**Run 1: metal layers overlaid**

Bar = 20 µm.
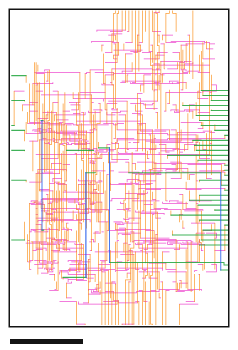
**Run 1: routing congestion**

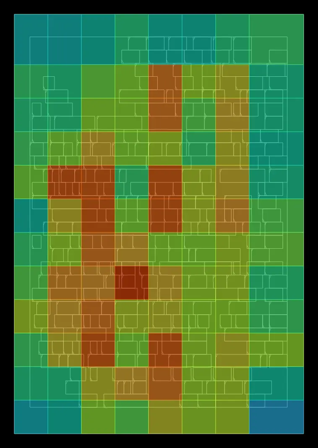
**Run 1: routed metal per tile**

Bar = 20 µm. 12 x 17 tiles, from dark blue (low) to red (high), scaled to the fullest tile. Values are wire area over tile area, all layers added.
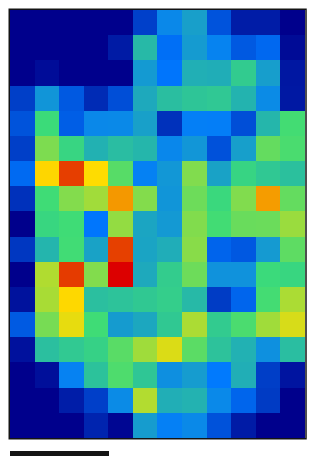
$ cat config.mk
export PLATFORM = sky130hd
export DESIGN_NAME = pipe_mux
export DESIGN_NICKNAME = d
export VERILOG_FILES = /design/src/rtl/mux_pkg.sv /design/src/rtl/rr_arbiter.sv /design/src/rtl/pipe_mux.sv
export SDC_FILE = /design/constraint.sdc
export NUM_CORES = 1
export LEC_CHECK = 0
export CAP_MARGIN = 15
export CORE_ASPECT_RATIO = 1.5
export CORE_MARGIN = 3
export CORE_UTILIZATION = 39
export CTS_BUF_LIST = sky130_fd_sc_hd__clkbuf_4
export DETAILED_ROUTE_END_ITERATION = 7
export PLACE_DENSITY_LB_ADDON = 0.2
export SYNTH_ARGS = -nofsm -noshare
export SYNTH_HDL_FRONTEND = slang
export SYNTH_SLANG_ARGS = --single-unit
$ cat constraint.sdc
create_clock -name clk -period 4 [get_ports clk]
set_input_delay 0.8 -clock clk [delete_from_list [all_inputs] [get_ports clk]]
set_output_delay 0.8 -clock clk [all_outputs]
set_load 0.02 [all_outputs]
$ cat src/rtl/mux_pkg.sv
// rtl/mux_pkg.sv - shared constants for pipe_mux
package mux_pkg;

  localparam logic MODE_MANUAL = 1'b0;
  localparam logic MODE_RR     = 1'b1;

endpackage

$ cat src/rtl/rr_arbiter.sv
// rtl/rr_arbiter.sv - round-robin grant search starting at ptr with wrap-around
module rr_arbiter #(
  parameter int CHANNELS = 4,
  parameter int SELW     = $clog2(CHANNELS)
) (
  input  logic [CHANNELS-1:0] req,
  input  logic [SELW-1:0]     ptr,
  output logic [SELW-1:0]     grant_idx,
  output logic                found
);

  logic [2*CHANNELS-1:0] req_dbl;
  logic [CHANNELS-1:0]   req_rot;
  int                    offset;
  int                    idx;

  // Rotating a doubled copy puts channel ptr at bit 0, so a plain
  // lowest-set-bit search yields the wrap-around order.
  always_comb begin
    req_dbl   = {req, req} >> ptr;
    req_rot   = req_dbl[CHANNELS-1:0];
    found     = 1'b0;
    offset    = 0;
    idx       = 0;
    grant_idx = '0;
    for (int i = 0; i < CHANNELS; i++) begin
      if (!found && req_rot[i]) begin
        found  = 1'b1;
        offset = i;
      end
    end
    idx = int'(ptr) + offset;
    if (idx >= CHANNELS) begin
      idx = idx - CHANNELS;
    end
    grant_idx = SELW'(idx);
  end

endmodule

$ cat src/rtl/pipe_mux.sv
// rtl/pipe_mux.sv - N-channel to one mux with single-entry output register
module pipe_mux #(
  parameter int WIDTH    = 12,
  parameter int CHANNELS = 4,
  parameter int SELW     = $clog2(CHANNELS)
) (
  input  logic                      clk,
  input  logic                      rst_n,
  input  logic                      enable,
  input  logic                      mode,
  input  logic [SELW-1:0]           sel,
  input  logic [CHANNELS*WIDTH-1:0] in_data,
  input  logic [CHANNELS-1:0]       in_valid,
  output logic [CHANNELS-1:0]       in_ready,
  output logic [WIDTH-1:0]          out_data,
  output logic                      out_valid,
  input  logic                      out_ready,
  output logic [SELW-1:0]           out_chan
);

  import mux_pkg::*;

  logic [WIDTH-1:0]          out_data_q, out_data_d;
  logic                      out_valid_q, out_valid_d;
  logic [SELW-1:0]           out_chan_q, out_chan_d;
  logic [SELW-1:0]           ptr_q, ptr_d;

  logic [SELW-1:0]           arb_idx;
  logic                      arb_found;
  logic [SELW-1:0]           g;
  logic                      grant_ok;
  logic                      slot_free;
  logic                      capture;
  logic [CHANNELS-1:0]       valid_shift;
  logic [CHANNELS*WIDTH-1:0] data_shift;

  rr_arbiter #(
    .CHANNELS (CHANNELS),
    .SELW     (SELW)
  ) u_arb (
    .req       (in_valid),
    .ptr       (ptr_q),
    .grant_idx (arb_idx),
    .found     (arb_found)
  );

  always_comb begin
    slot_free = !out_valid_q || out_ready;
    if (mode == MODE_RR) begin
      g        = arb_idx;
      grant_ok = arb_found;
    end else begin
      g        = sel;
      grant_ok = (int'(sel) < CHANNELS);
    end

    valid_shift = in_valid >> g;
    data_shift  = in_data >> (int'(g) * WIDTH);

    // Ready reflects only grant and slot availability, never the channel's valid.
    in_ready = '0;
    if (rst_n && enable && slot_free && grant_ok) begin
      in_ready = CHANNELS'(1) << g;
    end
    capture = rst_n && enable && slot_free && grant_ok && valid_shift[0];

    out_data_d  = out_data_q;
    out_valid_d = out_valid_q;
    out_chan_d  = out_chan_q;
    ptr_d       = ptr_q;
    if (capture) begin
      out_data_d  = data_shift[WIDTH-1:0];
      out_valid_d = 1'b1;
      out_chan_d  = g;
      if (mode == MODE_RR) begin
        ptr_d = (int'(g) == CHANNELS - 1) ? '0 : g + SELW'(1);
      end
    end else if (out_ready) begin
      out_valid_d = 1'b0;
    end
  end

  always_ff @(posedge clk or negedge rst_n) begin
    if (!rst_n) begin
      out_data_q  <= '0;
      out_valid_q <= 1'b0;
      out_chan_q  <= '0;
      ptr_q       <= '0;
    end else begin
      out_data_q  <= out_data_d;
      out_valid_q <= out_valid_d;
      out_chan_q  <= out_chan_d;
      ptr_q       <= ptr_d;
    end
  end

  assign out_data  = out_data_q;
  assign out_valid = out_valid_q;
  assign out_chan  = out_chan_q;

endmodule
==> ci_impl_report.md, run 1 <==
### Flow metrics

| Metric | Value |
|---|---|
| Result of the run | finished, final reports clean |
| Yosys top cell by instances | sky130_fd_sc_hd__mux2i_1 |
| Uppermost signal routing layer after detailed routing | met4 |
| Capture point of the worst path | in_ready[2] |
| Number of sinks driven by the clock tree | 17 |
| Area of the synthesized netlist per yosys stat | 1670 µm² |
| Cell area reported after detailed placement | 2600 µm² |
| Count of fill cells added during filler insertion | 347 |
| Quantity of gates resized following cts | 37 |
| Max Cap Viol | 0 |
| Library cells used by synthesis | 54 |
| Power per cell area | 586 nW/µm² |
| Overall power consumption | 0.00161 W |
| Cell types with the largest area share after synthesis | sky130_fd_sc_hd__dfrtp_1 (25%), sky130_fd_sc_hd__mux2i_1 (15%), sky130_fd_sc_hd__a221oi_2 (9.0%) |
| Arrival time reported for the critical path endpoint | 3100 ps |
| First element of the critical path | in_valid[3] |
| Setup CP Type | in -> out |
| Seq/Total Area, Yosys | 25.4% |
| Number of DRC markers in iteration 0 | 46 |
| CTS hold repair buffers | 0 |
| Buffer cell driving the clock tree root | sky130_fd_sc_hd__clkbuf_4 |
| CP Max Fanout | 4 |
| R2r worst-path depth | 12 |
| Total length of routed met3 wires | 316 µm |
| Largest net degree at the start of global routing | 22 |
| Kind of path behind the tightest hold check | reg -> reg |
| Setup TNS after final layout | 0 ps |
| IO buf count | 77 |
| Cell with the biggest individual delay on the critical path | sky130_fd_sc_hd__nor4_4 |
| Kind of start point of the critical path | primary input |
| Post-synthesis cell count from yosys | 169 |
| Via count of the first global-routing pass | 1714 |
| Yosys reg bits | 17 |
| Chip Footprint | 5130 µm² |
| Final hold violation count | 0 |
| Post-Synthesis Mean Instance Area | 9.91 µm² |
| Critical path's most frequent cell | sky130_fd_sc_hd__a21oi_2 |
| # setup viols final | 0 |
| Final worst path period share | 97.4% |
| Sequence of cells on the critical path | dlygate4sd2_1 -> nor2b_4 -> a21oi_2 -> nor2_2 -> a211oi_2 -> a21oi_2 -> ha_4 -> xor2_4 -> o2111ai_2 -> o31ai_4 -> nor4_4 -> ha_2 -> and2_4 -> buf_6 |
| Number of buffers inserted by post-CTS setup repair | 2 |
| Total tool warning count | 27 |
| Post-detail-place hpwl | 4080 µm |
| Number of antenna violations at the first check in global routing | 0 |
| Final worst path period need | 3900 ps |
| Bufs on Longest Clock Path | 2 |
| Placeable Area | 4030 µm² |
| End of the worst register-to-register path | out_chan[0] |
| Pre-CTS setup slack | -670 ps |
| CTS clock-pin slew for the worst setup and hold paths | 100 ps |
| Area of all placed cells without fillers | 2750 µm² |
| Startpoint of the most critical register-to-register path | ptr_q[1] |
| Post-detailed-route count of antenna-violating nets | 0 |
| Deepest level of the CTS H-tree | 1 |
| Vias per cell | 5.47 |
| Relative max-transition margin | 71.9% |
| Area growth from synthesis to layout | 64.5% |
| Std-Cell Rows | 28 |
| Number of top-level design ports | 78 |
| Fraction of layout instances using a drive strength above 1 | 30.9% |
| Critical path depth in cells | 14 |
| Top_reg_cell synth | sky130_fd_sc_hd__dfrtp_1 |
| Wire length of the first global-routing pass | 7920 µm |
| Total inserted antenna cells | 0 |
| Achievable frequency | 0.257 GHz |
| Total number of yosys warnings | 0 |
| Placer congestion estimate | 0.915 |
| Wire length on met1 | 1870 µm |
| Share of the synthesized area in the top cell type | 25.4% |
| Met2 routed wirelength | 2810 µm |
| Critical path capture point type | output port |
| Number of nets in the layout | 328 |
| Height of the die | 86.2 µm |
| Net count of the mapped netlist | 231 |
| Count of unresolved DRC violations after routing | 0 |
| Setup clock skew after layout | 2.84 ps |
| Least-Margin Pin Slew | 420 ps |
| Async S/R FF share, synth | 100% |
| Number of clock buffers inserted by TritonCTS | 3 |
| Final Max-Slew Violation Tally | 0 |
| Largest stage delay on the critical path | 280 ps |
About 'metal layers overlaid':
layer	color	wire length
met4	blue	116 µm
met1	magenta	1870 µm
met2	orange	2810 µm
met3	green	317 µm
combined global-route utilization of all metal layers: 19.7%
total wire length after detailed routing: 5110 µm

About 'routing congestion':
peak-usage layer in the global routing report: met2
average routed wire per standard cell: 16.5 µm
met3 demand-to-capacity share in global routing: 2.68%

About 'routed metal per tile':
emptiest ninth of the die	north-west
densest ninth of the die	center
nearly empty tiles	13%
mean over tiles	0.16
fullest tile	0.47

## run 1: sequential cells by signal (all words and copies together) (netlist names)
register / cells
out_chan: 2
out_data: 12
ptr_q: 2
out_valid: 1
## run 1: through the flow
step                      hold slack [ps]  util, %  cells
after global placement                483     64.5    304
after global routing                  541     68.4    310
after floorplan                       504        -    169
final                                 517     68.4    310
after detailed placement              496     64.5    304
after CTS                             519     67.2    310
## run 1: power breakdown
part | leakage, nW | internal (W) | switching, W
Combinational | 1.06 | 0.000634 | 0.000569
Clock | 0.0184 | 0.0000455 | 0.0000550
Sequential | 0.187 | 0.000250 | 0.0000593
## run 1: layout make-up
cell class	count	area, µm²	area share [%]
multi-input cells	124	1220	44.2
repair buffers	105	970	35.2
flip-flops and latches	17	425	15.4
inverters	15	56.3	2.04
clock buffers	4	30.0	1.09
well taps	45	56.3	2.04
## run 1: logic make-up (layout without fill, tap and decap cells)
kind of cell / Yosys count / after routing / share of synthesized area (%)
flops: 17 / 17 / 25.4
mux: 30 / 30 / 18.5
xor+xnor: 3 / 3 / 1.57
fa+ha+maj: 3 / 3 / 2.24
buf+inv: 28 / 124 / 9.79
simple gates: 56 / 56 / 22.8
compound gates: 32 / 32 / 19.7
## run 1: layout by cell type (no fill, tap or decap), types with 2 or more instances in the layout
master | Yosys | layout
sky130_fd_sc_hd__mux2_2 | 3 | 3
sky130_fd_sc_hd__o21ai_0 | 3 | 3
sky130_fd_sc_hd__nand2b_1 | 2 | 2
sky130_fd_sc_hd__and3_2 | 4 | 4
sky130_fd_sc_hd__a221oi_1 | 2 | 2
sky130_fd_sc_hd__inv_1 | 15 | 15
sky130_fd_sc_hd__clkbuf_4 | 1 | 4
sky130_fd_sc_hd__nor3b_1 | 2 | 2
sky130_fd_sc_hd__and2_4 | 1 | 2
sky130_fd_sc_hd__buf_6 | 2 | 2
sky130_fd_sc_hd__nand2_1 | 4 | 4
sky130_fd_sc_hd__nor3b_2 | 2 | 2
sky130_fd_sc_hd__buf_4 | 3 | 30
sky130_fd_sc_hd__dfrtp_1 | 17 | 17
sky130_fd_sc_hd__a21oi_1 | 4 | 2
sky130_fd_sc_hd__and2_1 | 3 | 2
sky130_fd_sc_hd__mux2i_1 | 25 | 25
sky130_fd_sc_hd__nor2_1 | 8 | 7
sky130_fd_sc_hd__a221oi_2 | 10 | 10
sky130_fd_sc_hd__and3b_2 | 2 | 2
sky130_fd_sc_hd__clkdlybuf4s50_1 | 0 | 69
sky130_fd_sc_hd__nand3_1 | 4 | 4
sky130_fd_sc_hd__clkbuf_2 | 0 | 2
sky130_fd_sc_hd__and3_1 | 9 | 9
sky130_fd_sc_hd__a21oi_2 | 0 | 2
sky130_fd_sc_hd__nor2b_1 | 5 | 4
## run 1: how the worst min path moves through the flow
stage,cells after the start,to,from
floorplan,0,out_chan[0],rst_n
global placement,2,out_valid,out_valid
detailed placement,2,out_valid,out_valid
CTS,2,out_valid,out_valid
global route,2,out_data[9],out_data[9]
finish,2,out_valid,out_valid
## run 1: routing by layer
layer	GRT usage (%)	vias up
met5	0	-
met4	7.26	0
met3	2.68	8
met2	37.7	47
met1	20.8	819
li1	-	823
==> run 2: changes to the inputs <==
- GPL_ROUTABILITY_DRIVEN: default -> 0
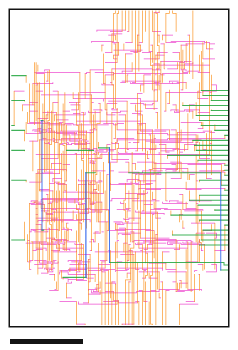
**Above:** run 2 (metal layers overlaid).
Bar = 20 µm.
layer	color	wire length
met4	blue	116 µm
met3	green	317 µm
met2	orange	2810 µm
met1	magenta	1870 µm

==> run 2 against run 1 <==
  * Register-to-register slack about the same
  * Combinational power about the same
  * Hold slack unchanged
  * Synthesized area unchanged
  * Via count unchanged
  * Core utilization unchanged
  * Synthesized cell count unchanged
==> ci_impl_report.md, run 2 <==
### Flow metrics

| Metric | Value |
|---|---|
| Result of the run | finished, final reports clean (unchanged) |
| Number of synthesized flops with an enable pin | 0 (unchanged) |
| Final worst path period need | 3900 ps (unchanged) |
| Required time reported for the critical path endpoint | 3200 ps (about the same) |
| Arrival time reported for the critical path endpoint | 3100 ps (about the same) |
| Post-detailed-route count of antenna-violating nets | 0 (unchanged) |
| CP Max Fanout | 4 (unchanged) |
| Height of the die | 86.2 µm (unchanged) |
| Fraction of layout instances using a drive strength above 1 | 30.9% (unchanged) |
| Setup clock skew after layout | 2.84 ps (unchanged) |
| Yosys reg bits | 17 (unchanged) |
| Kind of path behind the tightest hold check | reg -> reg (unchanged) |
| Bufs on Longest Clock Path | 2 (unchanged) |
| Die Wd | 59.5 µm (unchanged) |
| Total length of routed met3 wires | 316 µm (unchanged) |
| Psw | 0.000684 W (unchanged) |
| Met2 routed wirelength | 2810 µm (unchanged) |
| Remaining global-route overflow | 0 (unchanged) |
| Cell types with the highest counts after synthesis | sky130_fd_sc_hd__mux2i_1 (25), sky130_fd_sc_hd__dfrtp_1 (17), sky130_fd_sc_hd__inv_1 (15) (unchanged) |
| Largest stage delay on the critical path | 280 ps (about the same) |
| Clock tree from TritonCTS | yes (unchanged) |
| Average routed wire per standard cell | 16.5 µm (unchanged) |
| IO buf count | 77 (unchanged) |
| Syn Std Cell Area | 1670 µm² (unchanged) |
| Relative max-transition margin | 71.9% (unchanged) |
| Number of clock buffers inserted by TritonCTS | 3 (unchanged) |
| Total tool warning count | 27 (unchanged) |
| Count of unresolved DRC violations after routing | 0 (unchanged) |
| Number of top-level design ports | 78 (unchanged) |
| Wire length on met1 | 1870 µm (unchanged) |
| Final hold violation count | 0 (unchanged) |
| Seq/Total Area, Yosys | 25.4% (unchanged) |
| Wire length of the first global-routing pass | 7920 µm (unchanged) |
| Via count of the first global-routing pass | 1714 (unchanged) |
| Setup TNS after final layout | 0 ps (unchanged) |
| Least-Margin Pin Slew | 420 ps (unchanged) |
| Setup CP Type | in -> out (unchanged) |
| Number of sinks driven by the clock tree | 17 (unchanged) |
| Deepest level of the CTS H-tree | 1 (unchanged) |
| Async S/R FF share, synth | 100% (unchanged) |
| Post-Synthesis Mean Instance Area | 9.91 µm² (unchanged) |
| Area growth from synthesis to layout | 64.5% (unchanged) |
| Area of the synthesized netlist per yosys stat | 1670 µm² (unchanged) |
| Largest net degree at the start of global routing | 22 (unchanged) |
| Clock power share | 6.2% (about the same) |
| Final worst path period share | 97.4% (unchanged) |
| Post-detail-place hpwl | 4080 µm (unchanged) |
| Library cells used by synthesis | 54 (unchanged) |
| Critical path's most frequent cell | sky130_fd_sc_hd__a21oi_2 (unchanged) |
| Core Util at FP | 41.6% (unchanged) |
| Cell taking the most area after synthesis | sky130_fd_sc_hd__dfrtp_1 (unchanged) |
| Worst-skew pair later-pin latency | 290 ps (about the same) |
| Max Cap Viol | 0 (unchanged) |
| Cell family with the largest share of critical-path delay | AND-OR/OR-AND gates (unchanged) |
| Total inserted antenna cells | 0 (unchanged) |
| Uppermost signal routing layer after detailed routing | met4 (unchanged) |
| Combined global-route utilization of all metal layers | 19.7% (unchanged) |
| Placeable Area | 4030 µm² (unchanged) |
| Power per cell area | 586 nW/µm² (unchanged) |
| Total wire length after detailed routing | 5110 µm (unchanged) |
| Internal power consumption | 0.000930 W (unchanged) |
| Total number of yosys warnings | 0 (unchanged) |
| Area of all placed cells without fillers | 2750 µm² (unchanged) |
| Cell with the biggest individual delay on the critical path | sky130_fd_sc_hd__nor4_4 (unchanged) |
| # setup viols final | 0 (unchanged) |
| Share of the synthesized area in the top cell type | 25.4% (unchanged) |
| Number of nets in the layout | 328 (unchanged) |
| Number of DRC markers in iteration 0 | 46 (unchanged) |
| Switching power share of the total | 42.4% (unchanged) |
| Max IR drop VDD | 0.000507 V (unchanged) |
| Vias per cell | 5.47 (unchanged) |
| Number of iterations in the first detailed-routing pass | 4 (unchanged) |
| Net count of the mapped netlist | 231 (unchanged) |
| CTS clock-pin slew for the worst setup and hold paths | 100 ps (about the same) |
| Achievable frequency | 0.257 GHz (unchanged) |
| Std-Cell Rows | 28 (unchanged) |
| Chip Footprint | 5130 µm² (unchanged) |
| Finished Core Util | 68.4% (unchanged) |
| Number of antenna violations at the first check in global routing | 0 (unchanged) |
| Buffer cell driving the clock tree root | sky130_fd_sc_hd__clkbuf_4 (unchanged) |
| Critical path capture point type | output port (unchanged) |
| Buffers & Inverters on Critical Path | 2 (unchanged) |
| Most common logic cell in the routed design | sky130_fd_sc_hd__clkdlybuf4s50_1 (unchanged) |
| Leakage power summed over all cells | 1.26 nW (unchanged) |
| Flip-flop count of the largest register, all copies and words added | 12 (unchanged) |
| Sequence of cells on the critical path | dlygate4sd2_1 -> nor2b_4 -> a21oi_2 -> nor2_2 -> a211oi_2 -> a21oi_2 -> ha_4 -> xor2_4 -> o2111ai_2 -> o31ai_4 -> nor4_4 -> ha_2 -> and2_4 -> buf_6 (unchanged) |
| Top_reg_cell synth | sky130_fd_sc_hd__dfrtp_1 (unchanged) |
| Yosys top cell by instances | sky130_fd_sc_hd__mux2i_1 (unchanged) |
| Most common logic cells in the final layout | sky130_fd_sc_hd__clkdlybuf4s50_1 (69), sky130_fd_sc_hd__buf_4 (30), sky130_fd_sc_hd__mux2i_1 (25) (unchanged) |
| Sequential fraction of design power | 19.2% (about the same) |
| Final Max-Slew Violation Tally | 0 (unchanged) |
| Kind of start point of the critical path | primary input (unchanged) |
| Combinational fraction of design power | 74.6% (about the same) |
| Cells after synthesis | 169 (unchanged) |
| Cell types with the largest area share after synthesis | sky130_fd_sc_hd__dfrtp_1 (25%), sky130_fd_sc_hd__mux2i_1 (15%), sky130_fd_sc_hd__a221oi_2 (9.0%) (unchanged) |
| Post-synthesis cell count from yosys | 169 (unchanged) |
| Cell area reported after detailed placement | 2600 µm² (unchanged) |
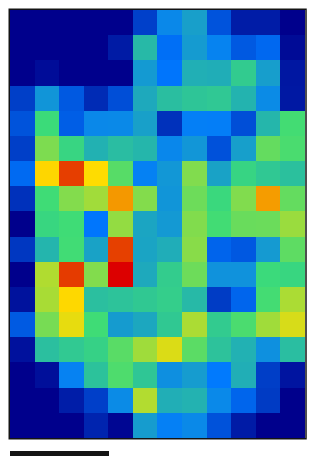
**Above:** run 2 (routed metal per tile).
Bar = 20 µm. 12 x 17 tiles, from dark blue (low) to red (high), scaled to the fullest tile. Values are wire area over tile area, all layers added.
mean over tiles	0.16
emptiest ninth of the die	north-west
tiles over half the peak	25%
fullest tile	0.47
count of vias placed by the detailed router: 1697

-- run 2: per-layer routing --
layer / GRT usage, % / vias up
met1: 20.8 / 819
li1: - / 823
met3: 2.68 / 8
met5: 0 / -
met4: 7.26 / 0
met2: 37.7 / 47
-- run 2: logic make-up after synthesis --
family / Yosys count / share of synthesized area (%)
adder cells (fa/ha/maj): 3 / 2.24
multiplexers: 30 / 18.5
XOR/XNOR: 3 / 1.57
buffers and inverters: 28 / 9.79
AND-OR/OR-AND: 32 / 19.7
AND/OR/NAND/NOR: 56 / 22.8
flip-flops: 17 / 25.4
-- run 2: cell type report --
type                       count  area, µm²
fill                         347       1270
multi-input combinational    124       1220
timing repair buffer         105        970
sequential                    17        425
inverter                      15       56.3
tap                           45       56.3
clock buffer                   4       30.0
-- run 2: worst paths after layout --
path                             start  depth (start not counted)     endpoint  slack, ps
max                        in_valid[3]                         14  in_ready[2]        100
min                          out_valid                          2    out_valid        520
max reg2reg                   ptr_q[1]                         12  out_chan[0]        850
min reg2reg                  out_valid                          2    out_valid        520
max in group asynchronous        rst_n                          2  out_data[3]       2950
min in group asynchronous        rst_n                          2  out_data[1]        860
-- run 2: worst min-delay path, delay by kind of cell, from the launching register on --
kind          cells  cell delay, ps
simple gates      2             140
flops             1             360
-- run 2: per-stage QoR --
stage               hold WS, ps  setup slack, ps  std cells  total power, W
detailed placement          496             -670        304         0.00139
finish                      517              104        310         0.00161
CTS                         519             37.3        310         0.00157
global route                541            -26.7        310         0.00172
global placement            483             -635        304         0.00137
floorplan                   504             62.1        169        0.000967
-- run 2: power by group through the flow --
stage | clock, W | combinational (W) | sequential (W)
after detailed placement | 0 | 0.00108 | 0.000307
after floorplan | 0 | 0.000580 | 0.000387
final | 0.000100 | 0.00120 | 0.000310
after global routing | 0.000109 | 0.00128 | 0.000321
after global placement | 0 | 0.00106 | 0.000303
after CTS | 0.000102 | 0.00116 | 0.000306
-- run 2: repair_timing --
item,CTS,global route
setup endpoints to repair,4,4
hold buffers,0,0
pin swaps,8,7
setup buffers,2,0
gates resized,37,13
Power figures rest on the tool's default switching activity, not on a simulated workload.
